===== config.mk =====
export PLATFORM = sky130hd
export DESIGN_NAME = conv_window_gen
export DESIGN_NICKNAME = d
export VERILOG_FILES = /design/src/rtl/conv_window_gen_pkg.sv /design/src/rtl/conv_line_buffer.sv /design/src/rtl/conv_window_gen.sv
export SDC_FILE = /design/constraint.sdc
export NUM_CORES = 1
export LEC_CHECK = 0
export CORE_MARGIN = 2
export CORE_UTILIZATION = 45
export CTS_CLUSTER_SIZE = 28
export DETAILED_ROUTE_END_ITERATION = 8
export GPL_ROUTABILITY_DRIVEN = 1
export SYNTH_ARGS = -nofsm -noshare
export SYNTH_HDL_FRONTEND = slang
export SYNTH_SLANG_ARGS = --single-unit
export TNS_END_PERCENT = 50

===== constraint.sdc =====
create_clock -name clk -period 32.8 [get_ports clk]
set_input_delay 6.56 -clock clk [delete_from_list [all_inputs] [get_ports clk]]
set_output_delay 6.56 -clock clk [all_outputs]
set_load 0.03 [all_outputs]

===== src/rtl/conv_window_gen_pkg.sv =====
// Shared TPU dimensions: image geometry, window edge and Float8 pixel width.
// The convolution unit imports the same values so its weight bus lines up with win_out.
package conv_window_gen_pkg;
  localparam int IMG_W = 28;
  localparam int IMG_H = 28;
  localparam int K     = 5;
  localparam int PIX_W = 8;
endpackage


===== src/rtl/conv_line_buffer.sv =====
// Pixel shift register spanning K-1 full rows plus K pixels; taps expose the KxK window
// as it will stand once din is shifted in, so the window register can load in the same cycle.
module conv_line_buffer
  import conv_window_gen_pkg::*;
#(
  parameter int IMG_W = conv_window_gen_pkg::IMG_W,
  parameter int K     = conv_window_gen_pkg::K
) (
  input  logic                   clk,
  input  logic                   shift_en,
  input  logic [PIX_W-1:0]       din,
  output logic [K*K*PIX_W-1:0]   taps
);
  // Entry 0 of the (K-1)*IMG_W+K chain is din itself; the rest is storage.
  localparam int DEPTH = (K-1)*IMG_W + K;

  logic [PIX_W-1:0] sr_q [DEPTH-1];

  always_ff @(posedge clk) begin
    if (shift_en) begin
      sr_q[0] <= din;
      for (int i = 1; i < DEPTH-1; i++) begin
        sr_q[i] <= sr_q[i-1];
      end
    end
  end

  for (genvar r = 0; r < K; r++) begin : g_row
    for (genvar c = 0; c < K; c++) begin : g_col
      localparam int AGE = (K-1-r)*IMG_W + (K-1-c);
      if (AGE == 0) begin : g_new
        assign taps[(r*K+c)*PIX_W +: PIX_W] = din;
      end else begin : g_old
        assign taps[(r*K+c)*PIX_W +: PIX_W] = sr_q[AGE-1];
      end
    end
  end
endmodule


===== src/rtl/conv_window_gen.sv =====
// KxK sliding-window generator over a row-major pixel stream; window registered one cycle
// after its producing pixel, held until win_ready, with pix_ready = !win_valid || win_ready.
module conv_window_gen
  import conv_window_gen_pkg::*;
#(
  parameter int IMG_W = conv_window_gen_pkg::IMG_W,
  parameter int IMG_H = conv_window_gen_pkg::IMG_H,
  parameter int K     = conv_window_gen_pkg::K
) (
  input  logic                 clk,
  input  logic                 rst,
  input  logic [PIX_W-1:0]     pix_in,
  input  logic                 pix_valid,
  output logic                 pix_ready,
  output logic [K*K*PIX_W-1:0] win_out,
  output logic                 win_valid,
  input  logic                 win_ready,
  output logic                 frame_done
);
  localparam int XW = (IMG_W > 1) ? $clog2(IMG_W) : 1;
  localparam int YW = (IMG_H > 1) ? $clog2(IMG_H) : 1;
  localparam logic [XW-1:0] X_LAST  = XW'(IMG_W-1);
  localparam logic [YW-1:0] Y_LAST  = YW'(IMG_H-1);
  localparam logic [XW-1:0] X_FIRST = XW'(K-1);
  localparam logic [YW-1:0] Y_FIRST = YW'(K-1);

  logic [XW-1:0]          x_q, x_d;
  logic [YW-1:0]          y_q, y_d;
  logic                   win_valid_q, win_valid_d;
  logic                   win_last_q, win_last_d;
  logic [K*K*PIX_W-1:0]   win_q, win_d;
  logic [K*K*PIX_W-1:0]   taps;
  logic                   accept, produce, at_last;

  assign pix_ready = !win_valid_q || win_ready;
  assign accept    = pix_valid && pix_ready;
  assign produce   = accept && (x_q >= X_FIRST) && (y_q >= Y_FIRST);
  assign at_last   = (x_q == X_LAST) && (y_q == Y_LAST);

  conv_line_buffer #(.IMG_W(IMG_W), .K(K)) u_line_buffer (
    .clk      (clk),
    .shift_en (accept),
    .din      (pix_in),
    .taps     (taps)
  );

  always_comb begin
    x_d         = x_q;
    y_d         = y_q;
    win_valid_d = win_valid_q;
    win_last_d  = win_last_q;
    win_d       = win_q;
    if (accept) begin
      if (x_q == X_LAST) begin
        x_d = '0;
        y_d = (y_q == Y_LAST) ? '0 : y_q + 1'b1;
      end else begin
        x_d = x_q + 1'b1;
      end
    end
    if (win_valid_q && win_ready) begin
      win_valid_d = 1'b0;
      win_last_d  = 1'b0;
    end
    // A new window overrides the clear so full-rate flow never bubbles.
    if (produce) begin
      win_valid_d = 1'b1;
      win_last_d  = at_last;
      win_d       = taps;
    end
  end

  always_ff @(posedge clk or posedge rst) begin
    if (rst) begin
      x_q         <= '0;
      y_q         <= '0;
      win_valid_q <= 1'b0;
      win_last_q  <= 1'b0;
      win_q       <= '0;
    end else begin
      x_q         <= x_d;
      y_q         <= y_d;
      win_valid_q <= win_valid_d;
      win_last_q  <= win_last_d;
      win_q       <= win_d;
    end
  end

  assign win_out    = win_q;
  assign win_valid  = win_valid_q;
  assign frame_done = win_valid_q && win_ready && win_last_q;
endmodule


### Wiring by layer, run 1

Only two layers are drawn.
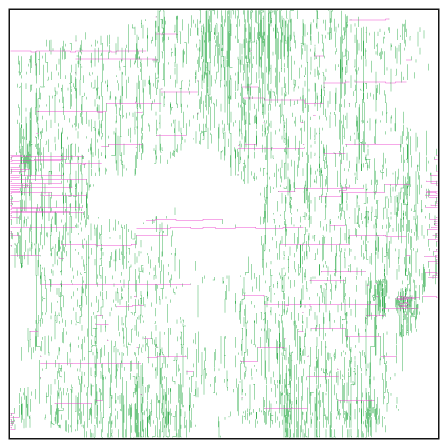
Magenta shows metal 3, wire length 2630 um. Green shows metal 2, wire length 23.9 mm.
drt wl/cell: 18.5 um
Routed WL: 53700 um

### Wires at chosen ports, followed through buffers, run 1

Scale bar: 100 um.
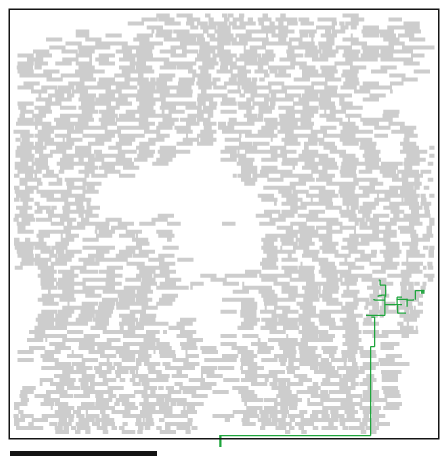
Green shows pix_ready, bits 1, direction output, edge south, end cells 1, wire 305 um.
port bufs: 214
IO Pins: 215

### The metal 1 layer, run 1

Scale bar: 100 um. Supply wires on this layer in grey. Cells faint in the background.
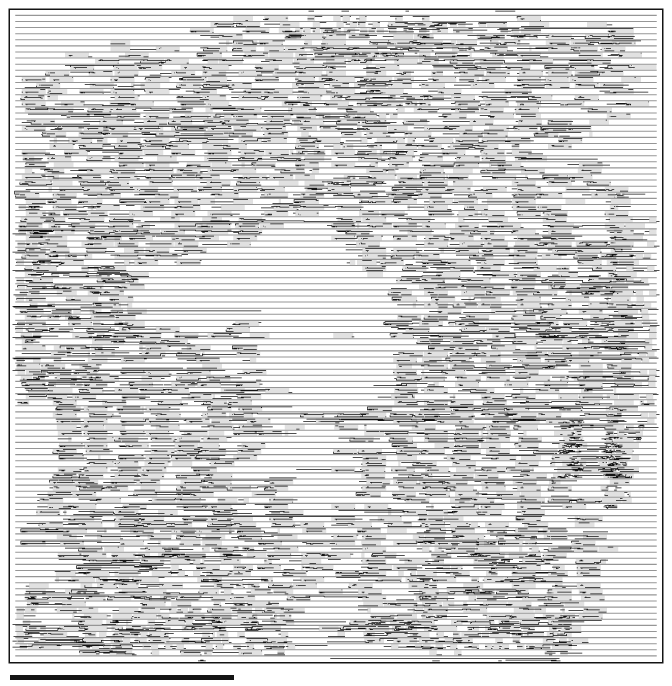
The longest straight run is 102 um. The layer holds 48% of the routed length. The layer carries 26.1 mm of wire. The wires run mostly horizontal.
M1 GR Usage: 18.8%
vias: 13800

==> impl_metrics.csv, run 1 <==
group,metric,value,unit
run_status,outcome,"complete, no violations",
worst_setup_path,cp_common_cell,"clkdlybuf4s50_1",
worst_setup_path,cp_data_arrival_time,8.49,ns
floorplan,core,0.0817,sq mm
clock_network,postCtsSetupBuffers,0,
logic_synthesis,netlist_top_cells_count,"edfxtp_1, dfrtp_1, mux2_4",
worst_setup_path,cp_cell_sequence,"clkdlybuf4s50_1 -> nand2b_1 -> clkdlybuf4s50_1",
logic_synthesis,synth_flops,1140,
final_layout,numSequentialCells,1140,
pwr,comb_power_share,15.1,%
final_layout,largest_cell_class,"registers",
worst_hold_path,hold_class,"flip-flop to flip-flop",
grt,met3_usage,3.12,%
sta,max_slew_margin,21.2,%
worst_hold_path,worst_hold_path.endpoint,"u_line_buffer.sr_q[50][4]$_DFFE_PP_",
worst_setup_path,critPathSlowestCell,"clkdlybuf4s50_1",
final_layout,area.growth.synth_to_final,18.9,%
final_layout,diodes,0,
final_layout,fillers,6179,
final_layout,largest_register,"u_line_buffer.sr_q",
clock_network,cts_buffers,113,
sta,slew_viol_final,0,
logic_synthesis,async_flop_share,18.6,%
pwr,p_clk,1.30,mW
clock_network,cts_max_level,3,
logic_synthesis,ys_cells,1421,
worst_setup_path,start_kind,"primary input",
logic_synthesis,top_cell,"edfxtp_1",
flow_run,drv_cap,0,
detailed_routing,drc_errors,0,
pwr,seq_power_share,50.0,%
logic_synthesis,synth_seq_share,89.7,%
grt,grt_use_total,12.6,%
sta,tightest_slew,1.18,ns
worst_setup_path,critical_path_buf_inv_count,2,
final_layout,final-nonclk-buf-share,5.18,%
sta,tns,0,ns
grt,grt_max_degree,197,
final_layout,inverters,7,
logic_synthesis,yosys-dominant-comb-family,"multiplexers",
clock_network,clockBufferDepth,3,
worst_hold_path,min-delay-start,"u_line_buffer.sr_q[49][4]$_DFFE_PP_",
grt,grt.met2_usage,18.1,%
final_layout,buffers,227,
grt,grt_pass1_wl,84800,um
final_layout,largest_reg_flops,928,
sta,max_freq,66.5,MHz
clock_network,holdBufCountCts,0,
detailed_routing,top_layer_used,"met4",
logic_synthesis,ys.flop_type,"edfxtp_1",
placement,place_area,0.0402,sq mm
clock_network,cts_sinks,1140,
grt,grt_overflow,0,
final_layout,comb_share,7.64,%
grt,antenna_found_initial,0,
==> run 1 -> run 2 <==
--- a/config.mk
+++ b/config.mk
@@ -10,6 +10,7 @@
 export CTS_CLUSTER_SIZE = 28
 export DETAILED_ROUTE_END_ITERATION = 8
 export GPL_ROUTABILITY_DRIVEN = 1
+export PLACE_DENSITY = 0.65
 export SYNTH_ARGS = -nofsm -noshare
 export SYNTH_HDL_FRONTEND = slang
 export SYNTH_SLANG_ARGS = --single-unit
==> constraint.sdc (replaced) <==
create_clock -name clk -period 13.75 [get_ports clk]
set_input_delay 2.75 -clock clk [delete_from_list [all_inputs] [get_ports clk]]
set_output_delay 2.75 -clock clk [all_outputs]
set_load 0.03 [all_outputs]
==> impl_metrics.csv, run 2 <==
group,metric,value,unit
worst_hold_path,min-delay-start,"u_line_buffer.sr_q[34][6]$_DFFE_PP_",
final_layout,largest_reg_flops,928,
final_layout,fillers,6121,
logic_synthesis,async_flop_share,18.6,%
clock_network,cts_sinks,1140,
placement,port_buffers,214,
sta,tightest_slew,1.10,ns
detailed_routing,top_layer_used,"met4",
clock_network,postCtsSetupBuffers,0,
worst_hold_path,hold_class,"flip-flop to flip-flop",
worst_setup_path,cp_cell_sequence,"clkdlybuf4s50_1 -> nand2b_1 -> clkdlybuf4s50_1",
worst_hold_path,worst_hold_path.endpoint,"u_line_buffer.sr_q[35][6]$_DFFE_PP_",
grt,antenna_found_initial,0,
grt,grt_use_total,12.1,%
final_layout,comb_share,7.69,%
worst_setup_path,start_kind,"primary input",
logic_synthesis,top_cell,"edfxtp_1",
sta,fin_ws,6.35,ns
clock_network,holdBufCountCts,0,
flow_run,drv_cap,0,
sta,slew_viol_final,0,
run_status,outcome,"complete, no violations",
worst_setup_path,critical_path_buf_inv_count,2,
logic_synthesis,ys.flop_type,"edfxtp_1",
final_layout,largest_cell_class,"registers",
pwr,comb_power_share,15.3,%
sta,max_freq,135,MHz
logic_synthesis,synth_flops,1140,
pwr,seq_power_share,51.3,%
floorplan,core,0.0817,sq mm
final_layout,buffers,228,
final_layout,final-nonclk-buf-share,5.23,%
worst_setup_path,cp_data_arrival_time,4.65,ns
floorplan,io_pins,215,
grt,grt_overflow,0,
clock_network,cts_max_level,3,
worst_setup_path,cp_common_cell,"clkdlybuf4s50_1",
final_layout,inverters,7,
grt,grt.met2_usage,17.5,%
final_layout,numSequentialCells,1140,
final_layout,largest_register,"u_line_buffer.sr_q",
pwr,p_clk,2.89,mW
### Sequential cells coloured by netlist name, run 2

Scale bar: 100 um.
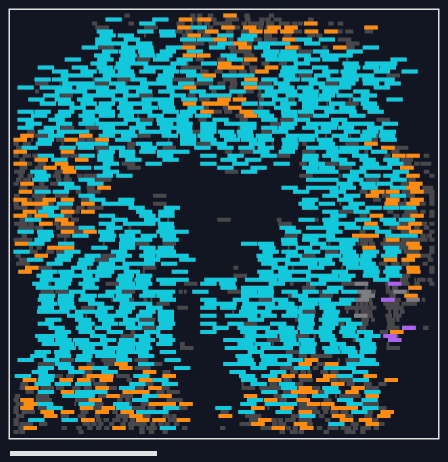
Purple shows y_q, placed flops 5, where south-east. Orange shows win_out, placed flops 200, where widely spread. Cyan shows u_line_buffer.sr_q, placed flops 928, where widely spread.
Another 7 sequential cells are not coloured.
Seq. cell area: 0.0332 sq mm
Sequential Power: 4.45 mW
fraction of area in registers: 75.9%
fin util: 53.5%

### The metal 1 layer, run 2

Scale bar: 100 um. Supply wires on this layer in grey. Cells faint in the background.
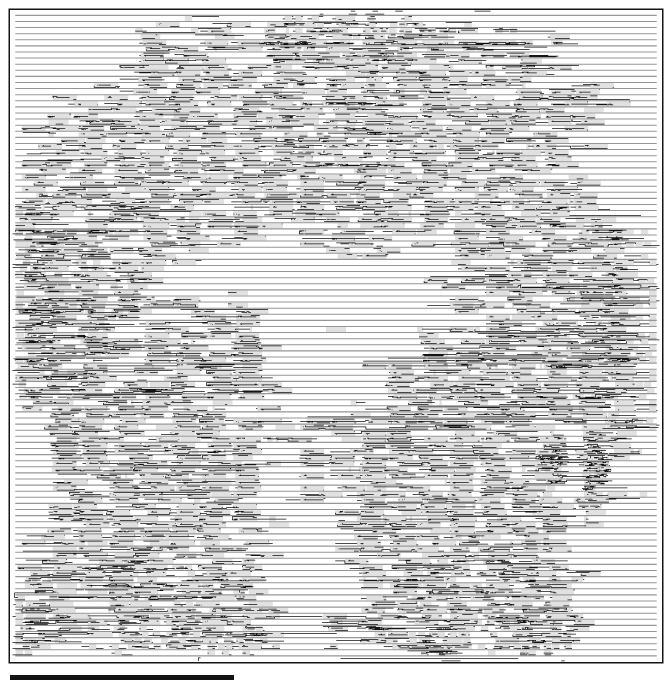
1672 nets have wire on it. The longest straight run is 94.1 um. The layer carries 25.0 mm of wire.
M1 GR Usage: 18.0%
vias: 13700
Routed WL: 51700 um

==> run 2 -> run 3 <==
--- a/config.mk
+++ b/config.mk
@@ -10,7 +10,6 @@
 export CTS_CLUSTER_SIZE = 28
 export DETAILED_ROUTE_END_ITERATION = 8
 export GPL_ROUTABILITY_DRIVEN = 1
-export PLACE_DENSITY = 0.65
 export SYNTH_ARGS = -nofsm -noshare
 export SYNTH_HDL_FRONTEND = slang
 export SYNTH_SLANG_ARGS = --single-unit
==> constraint.sdc (replaced) <==
create_clock -name clk -period 6.96 [get_ports clk]
set_input_delay 1.392 -clock clk [delete_from_list [all_inputs] [get_ports clk]]
set_output_delay 1.392 -clock clk [all_outputs]
set_load 0.03 [all_outputs]
==> impl_metrics.csv, run 3 <==
group,metric,value,unit
logic_synthesis,async_flop_share,18.6,%
clock_network,clockBufferDepth,3,
pwr,seq_power_share,49.0,%
final_layout,largest_reg_flops,928,
worst_setup_path,cp_cell_sequence,"clkdlybuf4s50_1 -> nand2b_4 -> clkdlybuf4s50_1",
logic_synthesis,top_cell,"edfxtp_1",
final_layout,inverters,7,
sta,tns,0,ns
worst_setup_path,critical_path_buf_inv_count,2,
grt,grt.met2_usage,18.1,%
clock_network,cts_max_level,3,
final_layout,diodes,0,
logic_synthesis,yosys-dominant-comb-family,"multiplexers",
final_layout,utilization,54.3,%
run_status,outcome,"complete, no violations",
floorplan,io_pins,215,
final_layout,fillers,6095,
worst_setup_path,cp_data_arrival_time,2.98,ns
worst_setup_path,start_kind,"primary input",
clock_network,postCtsSetupBuffers,0,
final_layout,largest_register,"u_line_buffer.sr_q",
sta,slew_viol_final,0,
floorplan,core,0.0817,sq mm
sta,fin_ws,2.59,ns
logic_synthesis,ys_cells,1421,
worst_setup_path,cp_common_cell,"clkdlybuf4s50_1",
grt,grt_max_degree,148,
worst_hold_path,worst_hold_path.endpoint,"u_line_buffer.sr_q[111][2]$_DFFE_PP_",
final_layout,final-nonclk-buf-share,5.33,%
detailed_routing,drc_errors,0,
worst_setup_path,critPathSlowestCell,"clkdlybuf4s50_1",
logic_synthesis,ys.flop_type,"edfxtp_1",
logic_synthesis,netlist_top_cells_count,"edfxtp_1, dfrtp_1, mux2_4",
sta,max_freq,229,MHz
clock_network,cts_buffers,112,
pwr,p_clk,6.53,mW
final_layout,sh_seq_area,74.7,%
detailed_routing,top_layer_used,"met4",
final_layout,comb_share,7.58,%
detailed_routing,wl_per_cell,18.3,um
placement,port_buffers,214,
pwr,powerSeq,8.80,mW
sta,max_slew_margin,24.5,%
grt,grt_use_total,12.5,%
flow_run,drv_cap,0,
clock_network,holdBufCountCts,0,
placement,place_area,0.0403,sq mm
worst_hold_path,hold_class,"flip-flop to flip-flop",
sta,tightest_slew,1.13,ns
final_layout,buffers,234,
### Wires at chosen ports, followed through buffers, run 3

Scale bar: 100 um.
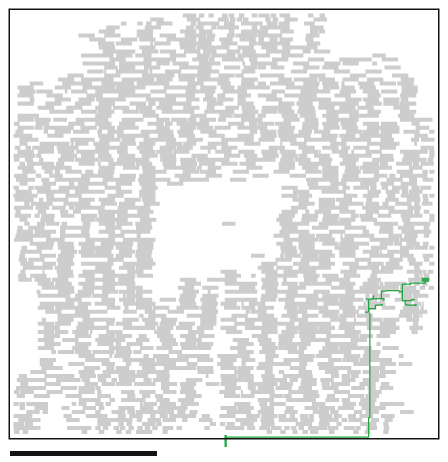
Green shows pix_ready, bits 1, direction output, edge south, end cells 1, wire 292 um.

### The metal 1 layer, run 3

Scale bar: 100 um. Supply wires on this layer in grey. Cells faint in the background.
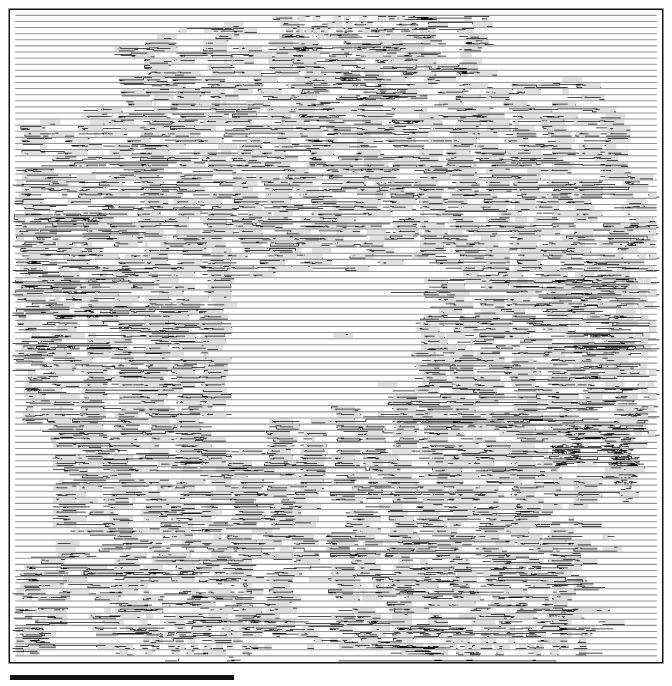
The layer carries 25.8 mm of wire. The layer holds 48% of the routed length.
Routed WL: 53400 um
vias: 13900
M1 GR Usage: 18.6%

No activity file was given, so power comes from the tool's default toggle rates.
